<file path="src/rtl/avalon_data_master_if.sv">
// Avalon-MM data bus between the core-side initiator and a waitrequest-capable slave.
interface avalon_data_master_if;
  logic [31:0] avm_address;
  logic        avm_read;
  logic        avm_write;
  logic [3:0]  avm_byteenable;
  logic [31:0] avm_writedata;
  logic [31:0] avm_readdata;
  logic        avm_waitrequest;

  modport master (
    output avm_address, avm_read, avm_write, avm_byteenable, avm_writedata,
    input  avm_readdata, avm_waitrequest
  );

  modport slave (
    input  avm_address, avm_read, avm_write, avm_byteenable, avm_writedata,
    output avm_readdata, avm_waitrequest
  );
endinterface

</file>
<file path="src/rtl/avalon_data_master.sv">
// Core load/store -> Avalon-MM initiator; min 3 cycles (accept, bus, done), stall held until done.
// Slave backpressure via waitrequest holds the strobe; TIMEOUT consecutive waits aborts with err.
module avalon_data_master #(
  parameter int TIMEOUT = 256,
  parameter int TO_W    = 9
) (
  input  logic                  clk,
  input  logic                  rst_n,
  input  logic                  req_read,
  input  logic                  req_write,
  input  logic [31:0]           req_addr,
  input  logic [31:0]           req_wdata,
  input  logic [1:0]            req_size,
  input  logic                  req_signed,
  output logic                  stall,
  output logic                  done,
  output logic [31:0]           rdata,
  output logic                  err,
  avalon_data_master_if.master  avm
);
  typedef enum logic [1:0] {IDLE, READ, WRITE, DONE} state_e;

  state_e          state_q, state_d;
  logic [TO_W-1:0] cnt_q, cnt_d;
  logic [31:0]     addr_q, addr_d;
  logic [31:0]     wdat_q, wdat_d;
  logic [31:0]     rdata_q, rdata_d;
  logic [3:0]      be_q, be_d;
  logic [1:0]      off_q, off_d;
  logic [1:0]      size_q, size_d;
  logic            sgn_q, sgn_d;
  logic            rd_q, rd_d;
  logic            wr_q, wr_d;
  logic            done_q, done_d;
  logic            err_q, err_d;

  logic            illegal;
  logic [7:0]      rd_byte;
  logic [15:0]     rd_half;
  logic [31:0]     rd_ext;

  assign avm.avm_address    = addr_q;
  assign avm.avm_read       = rd_q;
  assign avm.avm_write      = wr_q;
  assign avm.avm_byteenable = be_q;
  assign avm.avm_writedata  = wdat_q;
  assign done               = done_q;
  assign err                = err_q;
  assign rdata              = rdata_q;
  assign stall              = (req_read | req_write) & ~done_q;

  assign illegal = (req_read & req_write)
                 | (req_size == 2'b11)
                 | ((req_size == 2'b01) & req_addr[0])
                 | ((req_size == 2'b10) & (|req_addr[1:0]));

  // Lane select uses the offset latched at accept, not the live request.
  always_comb begin
    case (off_q)
      2'd0:    rd_byte = avm.avm_readdata[7:0];
      2'd1:    rd_byte = avm.avm_readdata[15:8];
      2'd2:    rd_byte = avm.avm_readdata[23:16];
      default: rd_byte = avm.avm_readdata[31:24];
    endcase
    rd_half = off_q[1] ? avm.avm_readdata[31:16] : avm.avm_readdata[15:0];
    case (size_q)
      2'b00:   rd_ext = {{24{sgn_q & rd_byte[7]}}, rd_byte};
      2'b01:   rd_ext = {{16{sgn_q & rd_half[15]}}, rd_half};
      default: rd_ext = avm.avm_readdata;
    endcase
  end

  always_comb begin
    state_d = state_q;
    cnt_d   = cnt_q;
    addr_d  = addr_q;
    wdat_d  = wdat_q;
    rdata_d = rdata_q;
    be_d    = be_q;
    off_d   = off_q;
    size_d  = size_q;
    sgn_d   = sgn_q;
    rd_d    = rd_q;
    wr_d    = wr_q;
    done_d  = 1'b0;
    err_d   = 1'b0;
    case (state_q)
      IDLE: begin
        if (req_read | req_write) begin
          if (illegal) begin
            state_d = DONE;
            done_d  = 1'b1;
            err_d   = 1'b1;
          end else begin
            addr_d  = {req_addr[31:2], 2'b00};
            off_d   = req_addr[1:0];
            size_d  = req_size;
            sgn_d   = req_signed;
            cnt_d   = '0;
            rd_d    = req_read;
            wr_d    = req_write;
            state_d = req_read ? READ : WRITE;
            case (req_size)
              2'b00:   be_d = 4'b0001 << req_addr[1:0];
              2'b01:   be_d = req_addr[1] ? 4'b1100 : 4'b0011;
              default: be_d = 4'b1111;
            endcase
            case (req_size)
              2'b00:   wdat_d = {4{req_wdata[7:0]}};
              2'b01:   wdat_d = {2{req_wdata[15:0]}};
              default: wdat_d = req_wdata;
            endcase
          end
        end
      end
      READ, WRITE: begin
        if (!avm.avm_waitrequest) begin
          rd_d    = 1'b0;
          wr_d    = 1'b0;
          done_d  = 1'b1;
          state_d = DONE;
          if (state_q == READ) rdata_d = rd_ext;
        end else if (cnt_q == TO_W'(TIMEOUT - 1)) begin
          rd_d    = 1'b0;
          wr_d    = 1'b0;
          done_d  = 1'b1;
          err_d   = 1'b1;
          state_d = DONE;
        end else begin
          cnt_d = cnt_q + 1'b1;
        end
      end
      default: state_d = IDLE;
    endcase
  end

  always_ff @(posedge clk or negedge rst_n) begin
    if (!rst_n) begin
      state_q <= IDLE;
      cnt_q   <= '0;
      addr_q  <= '0;
      wdat_q  <= '0;
      rdata_q <= '0;
      be_q    <= '0;
      off_q   <= '0;
      size_q  <= '0;
      sgn_q   <= 1'b0;
      rd_q    <= 1'b0;
      wr_q    <= 1'b0;
      done_q  <= 1'b0;
      err_q   <= 1'b0;
    end else begin
      state_q <= state_d;
      cnt_q   <= cnt_d;
      addr_q  <= addr_d;
      wdat_q  <= wdat_d;
      rdata_q <= rdata_d;
      be_q    <= be_d;
      off_q   <= off_d;
      size_q  <= size_d;
      sgn_q   <= sgn_d;
      rd_q    <= rd_d;
      wr_q    <= wr_d;
      done_q  <= done_d;
      err_q   <= err_d;
    end
  end
endmodule

</file>
<file path="src/flat_wrapper.sv">
// flat-port wrapper written by rule: the top's interface ports become plain ports
module avalon_data_master_flat 
#(
  parameter int TIMEOUT = 256,
  parameter int TO_W    = 9
)
  (clk, rst_n, req_read, req_write, req_addr, req_wdata, req_size, req_signed, stall, done, rdata, err, avm_avm_address, avm_avm_read, avm_avm_write, avm_avm_byteenable, avm_avm_writedata, avm_avm_readdata, avm_avm_waitrequest);
  avalon_data_master_if avm_i ();
  input  logic clk;
  input  logic rst_n;
  input  logic req_read;
  input  logic req_write;
  input  logic [31:0] req_addr;
  input  logic [31:0] req_wdata;
  input  logic [1:0] req_size;
  input  logic req_signed;
  output logic stall;
  output logic done;
  output logic [31:0] rdata;
  output logic err;
  output wire logic [$bits(avm_i.avm_address)-1:0] avm_avm_address;
  output wire logic [$bits(avm_i.avm_read)-1:0] avm_avm_read;
  output wire logic [$bits(avm_i.avm_write)-1:0] avm_avm_write;
  output wire logic [$bits(avm_i.avm_byteenable)-1:0] avm_avm_byteenable;
  output wire logic [$bits(avm_i.avm_writedata)-1:0] avm_avm_writedata;
  input wire logic [$bits(avm_i.avm_readdata)-1:0] avm_avm_readdata;
  input wire logic [$bits(avm_i.avm_waitrequest)-1:0] avm_avm_waitrequest;
  assign avm_avm_address = avm_i.avm_address;
  assign avm_avm_read = avm_i.avm_read;
  assign avm_avm_write = avm_i.avm_write;
  assign avm_avm_byteenable = avm_i.avm_byteenable;
  assign avm_avm_writedata = avm_i.avm_writedata;
  assign avm_i.avm_readdata = avm_avm_readdata;
  assign avm_i.avm_waitrequest = avm_avm_waitrequest;
  avalon_data_master #(.TIMEOUT(TIMEOUT), .TO_W(TO_W)) u_core (.clk(clk), .rst_n(rst_n), .req_read(req_read), .req_write(req_write), .req_addr(req_addr), .req_wdata(req_wdata), .req_size(req_size), .req_signed(req_signed), .stall(stall), .done(done), .rdata(rdata), .err(err), .avm(avm_i));
endmodule
</file>
<file path="config.mk">
export PLATFORM = sky130hd
export DESIGN_NAME = avalon_data_master_flat
export DESIGN_NICKNAME = d
export VERILOG_FILES = /design/src/rtl/avalon_data_master_if.sv /design/src/rtl/avalon_data_master.sv /design/src/flat_wrapper.sv
export SDC_FILE = /design/constraint.sdc
export NUM_CORES = 1
export LEC_CHECK = 0
export ABC_AREA = 1
export CELL_PAD_IN_SITES_DETAIL_PLACEMENT = 0
export CELL_PAD_IN_SITES_GLOBAL_PLACEMENT = 1
export CORE_MARGIN = 5
export CORE_UTILIZATION = 34
export CTS_CLUSTER_SIZE = 30
export DETAILED_ROUTE_END_ITERATION = 7
export PLACE_DENSITY = 0.82
export REMOVE_ABC_BUFFERS = 1
export SKIP_CTS_REPAIR_TIMING = 1
export SLEW_MARGIN = 20
export SYNTH_ARGS = -nofsm -noshare
export SYNTH_HDL_FRONTEND = slang
export SYNTH_SLANG_ARGS = --single-unit
</file>
<file path="constraint.sdc">
create_clock -name clk -period 4.1 [get_ports clk]
set_input_delay 0.82 -clock clk [delete_from_list [all_inputs] [get_ports clk]]
set_output_delay 0.82 -clock clk [all_outputs]
set_load 0.01 [all_outputs]
</file>
==> results_dict.tcl <==
# place-and-route summary
set metrics [dict create \
    status "finished, final reports clean" \
    clk_share_pct 6.818 \
    cts_buffers 17 \
    detailed_place_hpwl_mm 12.75 \
    tapcell.inserted 225 \
    wl_per_cell_um 15.39 \
    antenna-diode-count 0 \
    postLayoutCellArea_um2 8662 \
    cts_root_buffer "sky130_fd_sc_hd__clkbuf_16" \
    kind_of_cell_with_the_highest_combined_delay_on_the_critical_path "buffers and inverters" \
    max-vdd-ir-drop_mv 0.3148 \
    cp_num_buf_inv 2 \
    layout.comb_gates.multi_input 553 \
    synth.yosys.chip_area_um2 5863 \
    max_cap_viol_count 0 \
    synth.yosys.seq_area_share_pct 50.36 \
    timing.setup.tns_ns 0 \
    min-delay-path-class "in -> async" \
    adder_share_pct 1.067 \
    reg2regPathDepth 7 \
    warnings 27 \
    timing.final.crit_period_ns 2.911 \
    final_replace_weighted_congestion 0.7826 \
    via_count_of_the_first_global_routing_pass 5511 \
    max_slew_margin_pct 46.82 \
    final_cell_mix "sky130_fd_sc_hd__nand2_1, sky130_fd_sc_hd__clkdlybuf4s50_1, sky130_fd_sc_hd__dfrtp_1" \
    topCellsByArea "sky130_fd_sc_hd__dfrtp_1, sky130_fd_sc_hd__nand2_1, sky130_fd_sc_hd__nand3_1" \
    synthTopLogicFamily "simple AND/OR/NAND/NOR gates" \
    cts_tree "done" \
    fraction_of_final_layout_cells_sized_beyond_drive_strength_1_pct 7.724 \
    grt_pass1_wl_mm 29.68 \
    synthesis.area_per_instance_um2 7.664 \
    crit_path_max_fanout 4 \
    total_grt_usage_pct 18.71 \
    post-route-period-util_pct 71.00 \
    number_of_instances_in_the_synthesized_netlist 765 \
    htreeDepth 4 \
    netlist.area_leader.share_pct 50.36 \
    floorplan.die_area_um2 19970 \
    place.detailed.instances 1164 \
    max_stage_delay_cell_worst_path "sky130_fd_sc_hd__clkdlybuf4s50_1" \
    syn-cell-area_um2 5863 \
    nFillCells 1718 \
    setup.worst_path.start_class "input pin" \
    fin_nets 1067 \
    timing.fmax_mhz 343.5 \
    synth.cellmix.compoundShare_pct 11.31 \
    yosys.area_share.xor_xnor_pct 0.2988 \
    place_area_um2 8068 \
    powerDensity_nw_per_um2 738.0 \
    timing.setup.critical_path_class "in -> out" \
    area.share.sequential_pct 34.09 \
    yosysTopAreaCell "sky130_fd_sc_hd__dfrtp_1" \
    crit_path_max_incr_delay_ns 0.54 \
    final-max-slew-violation-count 0 \
    drt_iter0_markers 280 \
    dr_total_vias 5609 \
    clkSlewWorstSetupHoldPaths_ns 0.05 \
    synthMuxAreaShare_pct 0 \
    nNonClkInverters 56 \
    ant_nets 0 \
    post_drt_via_cell_ratio 4.690 \
    yosys-stat-cells 765 \
    number_of_distinct_standard_cells_referenced_by_the_synthesized_netlist 31 \
    crit_chain "clkdlybuf4s50_1 > nor2_1 > nor2_1 > clkdlybuf4s50_1" \
    numSequentialCells 118 \
    number_of_antenna_violations_at_the_first_check_in_global_routing 0 \
    synth_flop_count 118 \
    p_total_mw 6.392 \
    area_delta_synth_final_pct 47.74 \
    yosys_warnings 0 \
    crit_path_end_kind "output port" \
    rsz_0062_raised_after_global_routing "no" \
    grt_start_max_net_pins 92 \
    mostFrequentLayoutCell "sky130_fd_sc_hd__nand2_1" \
    drc 0 \
    timing_worst_slew_pin_value_ns 0.7951 \
    worst_ep_arrival_time_ns 2.09 \
    final_worst_hold_slack_ns 0.4424 \
    clock_tree.buffer_depth 2 \
    signal_buffers 212 \
    finalWirelength_mm 18.41 \
    leakagePower_nw 4.141 \
    post-route-worst-setup-slack_ns 1.189 \
    detail_route.first_pass.iterations 4 \
    area_share_nonclk_buffers_pct 24.63 \
    rows 48 \
    grt_overflow_total 0 \
    critical_path_depth 4 \
    hold_violations 0 \
    fp.dieH_um 141.3 \
    dpl_worst_slack_ns 1.060 \
    timing.critical_path.required_ns 3.28 \
    area.combinational_um2 2491 \
    timing.final.setup_violations 0 \
    post_synth_and_or_nand_nor_area_fraction_pct 29.68 \
    die_width_um 141.3 \
    largest_class "flip-flops and latches" \
]
[registers in the layout, indices dropped and copies added (netlist names)]
| signal | cells |
|---|---|
| u_core.avm.avm_writedata | 32 |
| u_core.rdata | 32 |
| u_core.avm.avm_address | 30 |
| u_core.cnt_q | 9 |
| u_core.avm.avm_byteenable | 4 |
| u_core.off_q | 2 |
| u_core.size_q | 2 |
| u_core.state_q | 2 |
| u_core.avm.avm_read | 1 |
| u_core.avm.avm_write | 1 |
| u_core.done | 1 |
| u_core.err | 1 |
| u_core.sgn_q | 1 |
[power by group]
part	internal [mW]	switching, mW
Sequential	1.70	0.307
Combinational	1.43	1.45
Clock	0.906	0.591
Total	4.04	2.35
[cell usage after synthesis, drive strengths merged]
library cell,number
a2bb2oi,1
a21boi,8
o211ai,6
nand2,291
nor2,45
o21a,1
inv,56
or2,25
nand4,2
conb,1
xnor2,1
xor2,1
clkbuf,7
dfrtp,118
o21ai,63
ha,5
nor3,1
nand3,58
a21oi,43
buf,32
[routing by layer]
metal | vias to the layer above | global-route usage [%] | part of all wire [%]
met4 | 0 | 5.813 | 1.7
met2 | 203 | 28.64 | 44
met3 | 21 | 7.415 | 10
li1 | 2821 | - | -
met1 | 2564 | 24.45 | 44
met5 | - | 0 | 0
[final timing paths]
path	startpoint	end	slack, ns
setup / recovery	req_read	stall	1.19
hold / removal	rst_n	u_core.rdata[6]	0.44
setup reg to reg	u_core.state_q[0]	u_core.rdata[8]	1.95
hold reg to reg	u_core.avm.avm_writedata[22]	u_core.avm.avm_writedata[22]	0.48
max in group asynchronous	rst_n	u_core.avm.avm_writedata[30]	2.95
min in group clk	u_core.avm.avm_writedata[22]	u_core.avm.avm_writedata[22]	0.48
**I/O nets highlighted**

Scale: 3 px per µm.
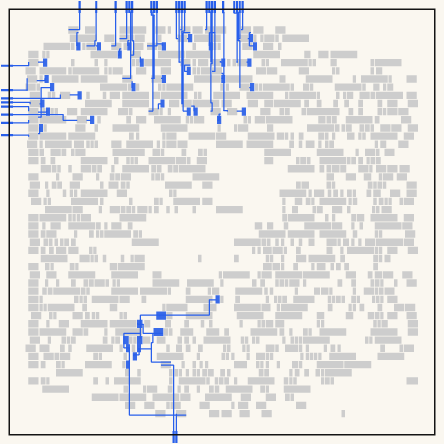
| port | color | bits | direction | edge | end cells | buffers | wire |
|---|---|---|---|---|---|---|---|
| `req_addr` | blue | 32 | input | 22 north, 8 west, 2 south | 40 | 32 | 764 µm |
boundary pin count: 209
# port buffers: 206

**The clock network**

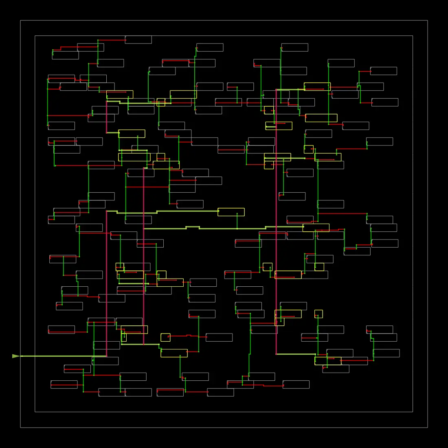
clock latency reported for the late side of the worst-skew pair: 0.42 ns
CTS sink cnt: 118
number of clock-tree buffers in the layout: 17
Max Clock Skew: 0.01205 ns
clock group total power: 1.50 mW

**Where the registers sit**

Scale: 3 px per µm. Other sequential cells in the stronger gray, the rest of the logic in the fainter gray.
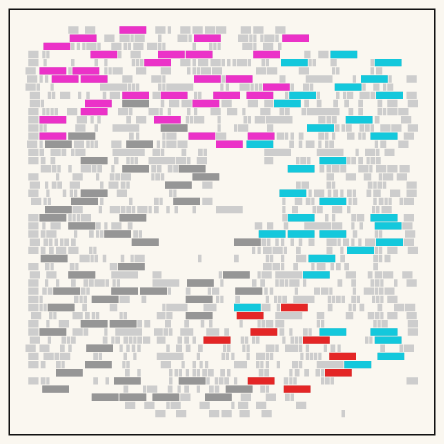
| signal | color | flops |
|---|---|---|
| `u_core.avm.avm_address` | magenta | 30 |
| `u_core.rdata` | cyan | 32 |
| `u_core.cnt_q` | red | 9 |
not colored: 47
Final Core Density: 50.61%
total sequential power: 2.01 mW
register cell area after layout: 2953 µm²

**Selected gate families**

Scale: 3 px per µm.
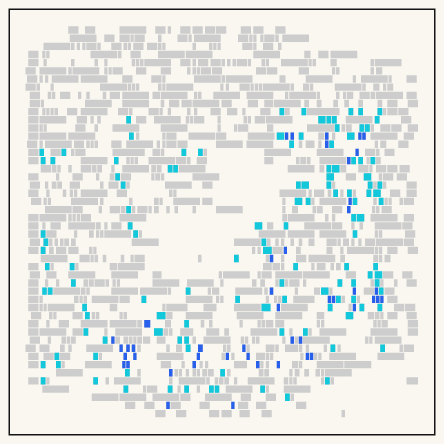
| family | color | cells |
|---|---|---|
| aoi and oai cells | cyan | 121 |
| nor cells | blue | 46 |
final instance count without filler cells: 1196
logic share of the area: 28.76%

**Placement density heat map**

Scale: 2 px per µm. 14 x 14 tiles, from dark purple (low) to yellow (high), 0 to 100% covered.
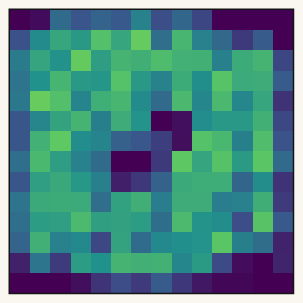
tiles over 75% full: 2.0%
fullest tile: 77%
mean over tiles: 42%
nearly empty tiles: 8.7%
core footprint: 17120 µm²
Core Util at FP: 34.25%

Power and IR drop assume default switching activity.
